clk_routes.png
(4 px per micron)
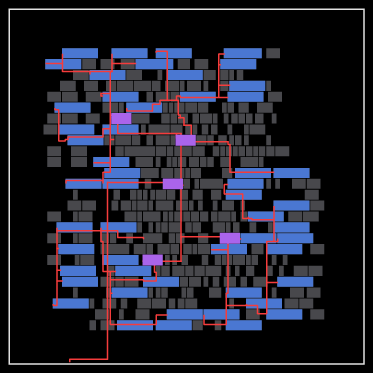
layer_met4.png
(4 px per micron) Supply wires on this layer in grey.
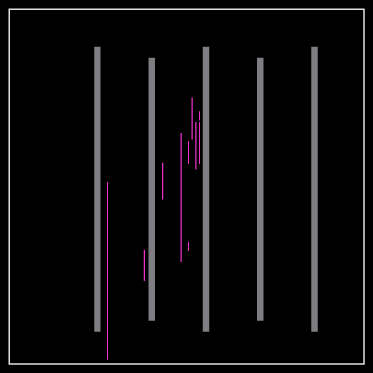
io_fan.png
(3 px per micron)
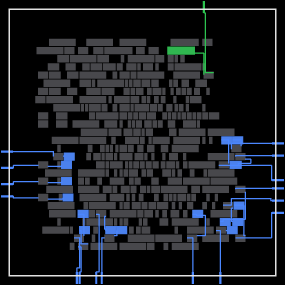
congestion.png
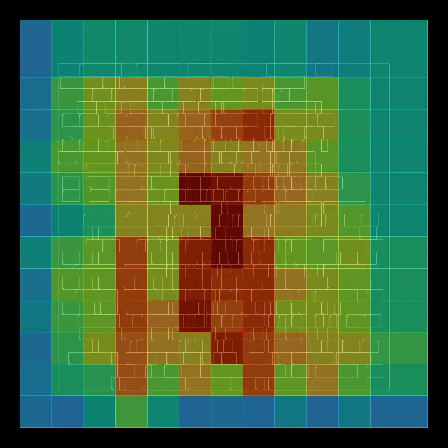
**src/rtl/uart_pkg.sv**
```systemverilog
// Shared UART definitions: parity modes, transmitter state encoding and frame helpers.
package uart_pkg;

    localparam int PAR_NONE  = 0;
    localparam int PAR_EVEN  = 1;
    localparam int PAR_ODD   = 2;
    localparam int PAR_MARK  = 3;
    localparam int PAR_SPACE = 4;

    typedef enum logic [2:0] {
        ST_IDLE,
        ST_START,
        ST_DATA,
        ST_PARITY,
        ST_STOP,
        ST_BREAK
    } state_t;

    // Data is zero-extended to 9 bits by the caller, which leaves the XOR unchanged.
    function automatic logic parity_bit(input logic [8:0] data, input int ptype);
        case (ptype)
            PAR_EVEN: return ^data;
            PAR_ODD:  return ~^data;
            PAR_MARK: return 1'b1;
            default:  return 1'b0;
        endcase
    endfunction

    function automatic int frame_bits(input int data_bits, input int ptype, input int stop_bits);
        return 1 + data_bits + ((ptype != PAR_NONE) ? 1 : 0) + stop_bits;
    endfunction

endpackage

```
**src/rtl/uart_baud_tick.sv**
```systemverilog
// Loadable bit-period down-counter; tick marks the last clock of the current bit.
module uart_baud_tick #(
    parameter int P_DIV_W = 16
) (
    input  logic               clk,
    input  logic               rst_n,
    input  logic               load,
    input  logic [P_DIV_W-1:0] load_val,
    output logic               tick,
    output logic [P_DIV_W-1:0] count
);

    always_ff @(posedge clk or negedge rst_n) begin
        if (!rst_n)
            count <= '0;
        else if (load)
            count <= load_val;
        else if (count != '0)
            count <= count - 1'b1;
    end

    assign tick = (count == '0);

endmodule

```
**src/rtl/uart_tx_baud.sv**
```systemverilog
// UART transmitter with integrated bit-period divider, parity, stop bits and break.
module uart_tx_baud
    import uart_pkg::*;
#(
    parameter int P_DATA_BITS   = 8,
    parameter int P_PARITY_TYPE = 0,
    parameter int P_STOP_BITS   = 1,
    parameter int P_MSB_FIRST   = 0,
    parameter int P_DIV_W       = 16
) (
    input  logic                   i_clk,
    input  logic                   i_rst_n,
    input  logic [P_DIV_W-1:0]     i_baud_div,
    input  logic [P_DATA_BITS-1:0] i_tx_data,
    input  logic                   i_tx_valid,
    output logic                   o_tx_ready,
    input  logic                   i_break,
    output logic                   o_serial_tx,
    output logic                   o_busy,
    output logic                   o_frame_done
);

    localparam int         FRAME_BITS = frame_bits(P_DATA_BITS, P_PARITY_TYPE, P_STOP_BITS);
    localparam logic [3:0] LAST_DATA  = 4'(P_DATA_BITS - 1);
    localparam logic [3:0] LAST_STOP  = 4'(P_STOP_BITS - 1);

    if (P_DATA_BITS < 5 || P_DATA_BITS > 9 || P_PARITY_TYPE < 0 || P_PARITY_TYPE > 4 ||
        P_STOP_BITS < 1 || P_STOP_BITS > 2 || P_MSB_FIRST < 0 || P_MSB_FIRST > 1 ||
        P_DIV_W < 1 || FRAME_BITS > 13) begin : g_param_err
        $error("uart_tx_baud: illegal parameter value");
    end

    state_t                 state, state_nxt;
    logic [3:0]             bit_idx, bit_idx_nxt;
    logic [P_DATA_BITS-1:0] data_q, data_sh;
    logic [P_DIV_W-1:0]     div_q, load_val, count;
    logic                   par_q, brk_frame, brk_frame_nxt;
    logic                   load, tick, accept, brk_exit, cnt_zero_nxt;
    logic                   serial_nxt, done_nxt;

    uart_baud_tick #(.P_DIV_W(P_DIV_W)) u_tick (
        .clk      (i_clk),
        .rst_n    (i_rst_n),
        .load     (load),
        .load_val (load_val),
        .tick     (tick),
        .count    (count)
    );

    assign accept   = (state == ST_IDLE) && !i_break && i_tx_valid;
    assign brk_exit = (state == ST_BREAK) && !i_break;

    always_comb begin
        state_nxt   = state;
        bit_idx_nxt = bit_idx;
        load        = 1'b0;
        load_val    = div_q;
        case (state)
            ST_IDLE: begin
                if (i_break) begin
                    state_nxt = ST_BREAK;
                end else if (i_tx_valid) begin
                    state_nxt = ST_START;
                    load      = 1'b1;
                    load_val  = i_baud_div;
                end
            end
            ST_START: if (tick) begin
                state_nxt   = ST_DATA;
                bit_idx_nxt = '0;
                load        = 1'b1;
            end
            ST_DATA: if (tick) begin
                load = 1'b1;
                if (bit_idx == LAST_DATA) begin
                    bit_idx_nxt = '0;
                    state_nxt   = (P_PARITY_TYPE == PAR_NONE) ? ST_STOP : ST_PARITY;
                end else begin
                    bit_idx_nxt = bit_idx + 4'd1;
                end
            end
            ST_PARITY: if (tick) begin
                state_nxt   = ST_STOP;
                bit_idx_nxt = '0;
                load        = 1'b1;
            end
            ST_STOP: if (tick) begin
                if (bit_idx == LAST_STOP) begin
                    state_nxt = ST_IDLE;
                end else begin
                    bit_idx_nxt = bit_idx + 4'd1;
                    load        = 1'b1;
                end
            end
            ST_BREAK: if (!i_break) begin
                state_nxt   = ST_STOP;
                bit_idx_nxt = '0;
                load        = 1'b1;
                load_val    = i_baud_div;
            end
            default: state_nxt = ST_IDLE;
        endcase
    end

    // Outputs are registered from next-state values so each bit appears with its state.
    always_comb begin
        data_sh       = (P_MSB_FIRST != 0) ? (data_q << bit_idx_nxt) : (data_q >> bit_idx_nxt);
        serial_nxt    = 1'b1;
        case (state_nxt)
            ST_START:  serial_nxt = 1'b0;
            ST_DATA:   serial_nxt = (P_MSB_FIRST != 0) ? data_sh[P_DATA_BITS-1] : data_sh[0];
            ST_PARITY: serial_nxt = par_q;
            ST_BREAK:  serial_nxt = 1'b0;
            default:   serial_nxt = 1'b1;
        endcase
        brk_frame_nxt = (state_nxt == ST_BREAK) ? 1'b1 : (accept ? 1'b0 : brk_frame);
        cnt_zero_nxt  = load ? (load_val == '0) : (count <= P_DIV_W'(1));
        done_nxt      = (state_nxt == ST_STOP) && (bit_idx_nxt == LAST_STOP) &&
                        cnt_zero_nxt && !brk_frame_nxt;
    end

    always_ff @(posedge i_clk or negedge i_rst_n) begin
        if (!i_rst_n) begin
            state        <= ST_IDLE;
            bit_idx      <= '0;
            data_q       <= '0;
            par_q        <= 1'b0;
            div_q        <= '0;
            brk_frame    <= 1'b0;
            o_serial_tx  <= 1'b1;
            o_tx_ready   <= 1'b1;
            o_busy       <= 1'b0;
            o_frame_done <= 1'b0;
        end else begin
            state        <= state_nxt;
            bit_idx      <= bit_idx_nxt;
            brk_frame    <= brk_frame_nxt;
            o_serial_tx  <= serial_nxt;
            o_tx_ready   <= (state_nxt == ST_IDLE);
            o_busy       <= (state_nxt != ST_IDLE);
            o_frame_done <= done_nxt;
            if (accept) begin
                data_q <= i_tx_data;
                par_q  <= parity_bit(9'(i_tx_data), P_PARITY_TYPE);
            end
            if (accept || brk_exit)
                div_q <= i_baud_div;
        end
    end

endmodule

```
**config.mk**
```make
export PLATFORM = sky130hd
export DESIGN_NAME = uart_tx_baud
export DESIGN_NICKNAME = d
export VERILOG_FILES = /design/src/rtl/uart_pkg.sv /design/src/rtl/uart_baud_tick.sv /design/src/rtl/uart_tx_baud.sv
export SDC_FILE = /design/constraint.sdc
export NUM_CORES = 1
export LEC_CHECK = 0
export CORE_MARGIN = 8
export CORE_UTILIZATION = 55
export DETAILED_ROUTE_END_ITERATION = 6
export GPL_ROUTABILITY_DRIVEN = 0
export GPL_TIMING_DRIVEN = 0
export PLACE_DENSITY = 0.84
export SYNTH_ARGS = -nofsm -noshare
export SYNTH_HDL_FRONTEND = slang
export SYNTH_SLANG_ARGS = --single-unit
```
**constraint.sdc**
```tcl
create_clock -name i_clk -period 3.7 [get_ports i_clk]
set_input_delay 0.74 -clock i_clk [delete_from_list [all_inputs] [get_ports i_clk]]
set_output_delay 0.74 -clock i_clk [all_outputs]
set_load 0.005 [all_outputs]
```
==> GITHUB_STEP_SUMMARY <==
## Implementation flow summary

| Metric | Value |
|---|---|
| Max-Slew Margin vs Limit | 29.69% |
| Vias in the first global route | about 2,400 |
| Bufs on Longest Clock Path | 2 |
| Cells on worst reg2reg path | 10 |
| Clk_skew | a little under 0.005 ns |
| Critical Path Stages | 10 |
| Dominant logic cell type in the layout | dfrtp_1 |
| Logic power comb | 0.000891 W |
| Setup TNS | 0 ns |
| Routed vias/inst | 5.995 |
| Yosys stat cell total | 295 |
| Max FO, Critical Path | 10 |
| CTS Buf Count | 5 |
| Slowest stage delay, CP | between 0.4 and 0.5 ns |
| Non-filler instance count after layout | 404 |
| Power Clock | 0.000334 W |
| Dominant flop cell | dfrtp_1 |
| Peak VDD IR | approximately 320 uV |
| Post-DP HPWL | approximately 4.7 mm |
| Top cells by area | dfrtp_1, mux2i_1, a21oi_1, mux2_2, inv_1 |
| Worst setup startpoint | i_tx_valid |
| Post-cts sizing count | 0 |
| Placed Cells | 396 |
| CP Capture Type | register |
| Largest net degree at the start of global routing | 28 |
| Status | finished clean |
| Top power group | sequential cells |
| Postcts setup bufs | 0 |
| Unique cell types | between 50 and 60 |
| Delay-heaviest family, CP | simple AND/OR/NAND/NOR gates |
| R2R Setup Slk | 0.76 ns |
| Initial Util | roughly 57% |
| Dominant cell area share | between 40% and 50% |
| CTS H-tree lvls | 2 |
| Setup crit end | o_frame_done$_DFF_PN0_ |
| XOR-XNOR Cells, Area Fraction | roughly 4.0% |
| Post-route antenna net violation count | 0 |
| Syn Inst Count | 295 |
| FFs w/ async S/R, synth | 100.0% |
| Sequential-to-total area share from yosys stat | 45.30% |
| Total die size | 7803 sq um |
| Clock-pin slew on the worst setup and hold paths | 0.09 ns |
| CP bufs+invs | 2 |
| Reg2reg end | u_tick.count[7]$_DFFE_PN0P_ |
| Clock share of power | 14.9% |
| First-pass DRT Iterations | 5 |
| Sequential logic power | 0.00102 W |
| Clk Latency, worst-skew pair | 0.30 ns |
| Nets | 366 |
| Initial antenna violation count | 0 |
| Final hold viol count | 0 |
| Fillcell total | approximately 430 |
| Core box area | 5075 sq um |
| CTS Hold Bufs | 0 |
| Comb pwr share | 39.6% |
| Slowest cell on the critical path | clkdlybuf4s50_1 |
| CP required | slightly below 4 ns |
| CP Class | in -> reg |
| Sw frac | between 30 and 40% |
| Worst hold path class | in -> async |
| Pins over their slew limit | 0 |
| Fmax | 320.9 MHz |
| Post-synth net total | around 330 |
| Port bufs | 30 |
| Pre-CTS WS | approximately 0.28 ns |
| RR Startpoint | u_tick.count[0]$_DFFE_PN0P_ |
| Arrival @ worst endpoint | 3.32 ns |
## Picture notes: clk_routes.png
[red] clock wires | length: 576 microns
[blue] flip-flops | count: 52
[purple] clock drivers | count: 5
routed clock nets: 6

## Picture notes: layer_met4.png
longest straight run: 44.2 microns
wire length on this layer: 134 microns
share of all routed wire: 2.1%
main direction: vertical
nets with wire on the layer: 10

## Picture notes: io_fan.png
[blue] i_baud_div | bits: 16 | direction: input | end cells: 16 | buffers: 16 | wire: 354 microns
[green] o_busy | bits: 1 | direction: output | end cells: 1 | buffers: 1 | wire: 34.1 microns

## Picture notes: congestion.png
most crowded layer after global routing: met2
met3 usage: 3.900%
post-layout util: 66.49%

Yosys cell counts, types with 2 or more instances:
| cell type | instances |
|---|---|
| nor2_1 | 23 |
| nor3b_1 | 6 |
| nand2_1 | 22 |
| clkbuf_1 | 6 |
| inv_1 | 25 |
| mux2i_1 | 17 |
| and3_1 | 2 |
| a21oi_1 | 27 |
| nand3b_1 | 2 |
| dfstp_2 | 2 |
| o21ai_0 | 11 |
| buf_6 | 2 |
| nand3_1 | 5 |
| buf_2 | 3 |
| xnor2_1 | 4 |
| or3_2 | 2 |
| xor2_1 | 9 |
| a21o_1 | 2 |
| mux2_2 | 11 |
| nand4_1 | 7 |
| ha_1 | 5 |
| nand2b_1 | 2 |
| nor4_1 | 9 |
| nor3_1 | 6 |
| a211oi_1 | 2 |
| dfrtp_1 | 50 |
| or2_2 | 2 |
| nor4b_1 | 3 |
state kept, by name, summed over array words and instances (netlist names):
signal	count
state	3
o_tx_ready	1
data_q	8
brk_frame	1
o_busy	1
o_serial_tx	1
bit_idx	4
div_q	16
u_tick.count	16
o_frame_done	1
final cells by class:
| type | count | area (sq um) | area share [%] |
|---|---|---|---|
| multi-input combinational | 207 | 1420 | 42.08 |
| sequential | 52 | 1304 | 38.64 |
| timing repair buffer | 31 | 315.3 | 9.344 |
| inverter | 25 | 93.84 | 2.781 |
| tap | 70 | 87.58 | 2.595 |
| clock buffer | 7 | 86.33 | 2.558 |
| buffer | 11 | 60.06 | 1.780 |
| clock inverter | 1 | 7.507 | 0.2225 |
per-layer routing:
layer	global-route usage [%]	routed length, microns	vias to the layer above
met2	28.11	3134	125
li1	-	-	1124
met4	6.912	133	0
met1	22.40	2769	1151
met3	3.900	493	22
met5	0	0	-
Power is estimated from default activity; no workload was simulated.
